Design servo_setpoint_bank, sky130hd; sources not shown.
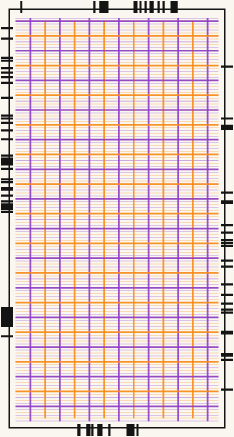
Figure 1: floorplan with the power grid.
Pins as bars on the die edge.
color	net
orange	VDD
purple	VSS
met5 straps	27
signal pins	111
die extent in y: 383 um
maximum resistive drop on vdd: 0.000228 V
die width: 196 um
Placeable Area: 0.0689 mm2

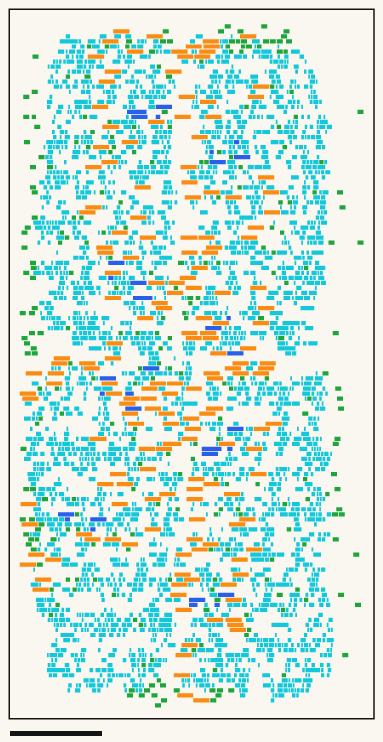
Figure 2: placement by cell class.
Bar = 50 um.
color	class	cells
green	other buffers and delay cells	271
cyan	all other logic	2663
blue	clock drivers and dummy loads	32
orange	flip-flops	175
cell area after layout: 0.0271 mm2
final core area utilization: 39.3%
Std-Cell Rows: 136
sequential share of cell area: 16.2%

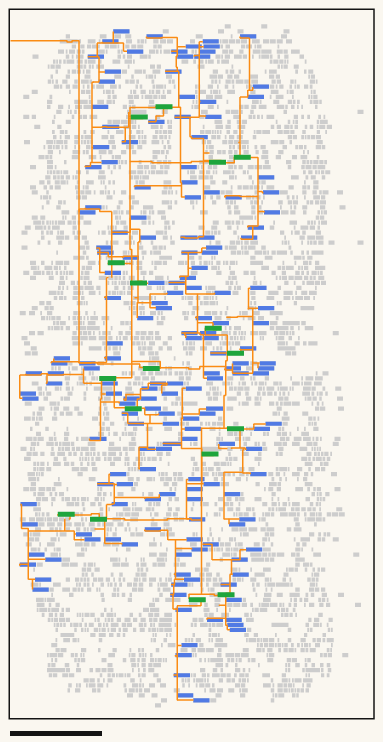
Figure 3: clock distribution.
Bar = 50 um.
[green] cells driving clock nets | count: 17
[blue] flip-flops | count: 175
[orange] clock wires | length: 3080 um
routed clock nets	18
reported clock group power: 1.22 mW
part of the power in the clock network: 10.7%
clk_lat worst skew: 0.48 ns

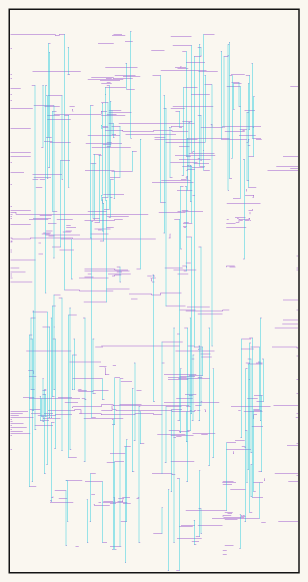
Figure 4: signal wires by layer.
Two of the layers only.
color	layer	wire length
purple	met3	4530 um
cyan	met4	9210 um
routed via count: 24500
per-cell routed wire length: 25.5 um
overall routed net length: 103000 um
Tot GR Track Use: 26.5%

==> flow_metrics.rpt <==
FLOW METRICS REPORT
----------------------------------------------------
[Placed design]
  Number of placed instances with taps included ........................ 4004
  Final estimated routing congestion in global placement ........................ a little over 1
  Cell area reported after detailed placement ........................ 0.0264 mm2

[Hold path]
  Hold path depth ........................ 1

[CTS]
  # hold bufs at CTS ........................ 0
  Count of instances resized after the clock tree is built ........................ 1
  TritonCTS clock tree ........................ built
  Number of sinks handled by clock tree synthesis ........................ 175
  Buffer type at the clock tree root ........................ clkbuf_16
  Total clock buffers created by CTS ........................ 17
  Total setup buffers inserted after CTS ........................ 0

[Layout]
  Most instantiated logic cell after routing ........................ inv_1
  Number of sequential cells in the layout ........................ 175
  Top library cells by usage in the layout, fill and taps aside ........................ 265 x inv_1, 238 x a21oi_1, 226 x nand2_1, 217 x ha_1, 180 x o21ai_0
  Inverter tally of the final layout excluding the clock network ........................ 278
  Proportion of final cell area spent on non-clock buffers ........................ under 10%
  Portion of the layout cell area used by clock cells ........................ 2.32%
  Number of non-clock buffers in the layout ........................ 271
  Number of filler cells placed in the layout ........................ 7149
  Number of nets in the layout ........................ 3383
  Antenna Cells ........................ 0
  Combinational gate area ........................ between 0.015 and 0.02 mm2
  Multi-input logic portion of the cell area ........................ 64.9%
  Dominant class by area ........................ combinational gates

[Global route]
  Wire length of the first global-routing pass ........................ 154000 um
  Vias in the first global route ........................ 24900
  Pin count of the biggest net entering global routing ........................ between 60 and 70

[Synthesis]
  Number of cell instances after yosys synthesis ........................ around 3000
  Aoi/oai-family share of the synthesized area ........................ 31.4%
  Top area contributor share ........................ 18.1%
  Net count of the mapped netlist ........................ 3235
  Flip-flop and latch count after synthesis ........................ around 180
  Cell count after synthesis ........................ 2980
  Xor and xnor area share after synthesis ........................ around 5.8%
  Yosys Warn Count ........................ 6

[STA]
  Least-Margin Pin Slew ........................ 1.15 ns
  Number of failing setup endpoints in the final timing report ........................ 0
  Slew Limit Fails ........................ 0
  Clock period minus final worst setup slack ........................ slightly below 6 ns
  Relative max-transition margin ........................ 23.0%
  Unrepaired setup endpoints after global routing ........................ no

[Route]
  Antenna-violating nets left ........................ 0
  Number of DRC violations after detailed-routing iteration 0 ........................ about 1600
  Count of unresolved DRC violations after routing ........................ 1

[Critical path]
  Series of cell instances along the critical path ........................ inv_1 > ha_1 > nand4_2 > or4_4 > a211o_1 > nand3_2 > buf_4 > mux2_2 > o311a_1 > a311o_1 > and3_1 > buf_4 > a21oi_1 > a2111oi_0 > a311o_1 > a2111oi_1 > nand3_1 > o31ai_2
  Cell count of the worst reg-to-reg path ........................ 18
  Startpoint-to-endpoint class of the critical path ........................ reg2reg
  Kind of start point of the critical path ........................ register
  Endpoint kind of the worst setup timing path ........................ register

[Flow run]
  Number of max-cap violations ........................ 0

[Pwr]
  Power consumed by sequential cells ........................ 1.61 mW

[Run status]
  Failing checks ........................ design-rule violations
  Outcome ........................ finished, violations left

[Floorplan]
  Tapcells ........................ 897
  Number of top-level pins ........................ ~110

----------------------------------------------------
## through the flow
| stage | util [%] | setup TNS [ns] | setup slack, ns | hold slack, ns |
|---|---|---|---|---|
| floorplan | - | 0 | 0.690 | 0.424 |
| global placement | 38.3 | -0.0880 | -0.0880 | 0.458 |
| detailed placement | 38.3 | 0 | 0.0108 | 0.471 |
| CTS | 39.2 | 0 | 0.0402 | 0.483 |
| global route | 39.3 | 0 | 0.00288 | 0.512 |
| finish | 39.3 | 0 | 0.181 | 0.483 |
## critical path, delay by kind of cell, from the launching register on
kind	cells	cell delay, ns
buffers and inverters	3	0.59
AND-OR/OR-AND	8	2.54
adder cells (fa/ha/maj)	1	0.50
multiplexers	1	0.38
flip-flops	1	0.40
AND/OR/NAND/NOR	5	1.39
Power is estimated from default activity; no workload was simulated.
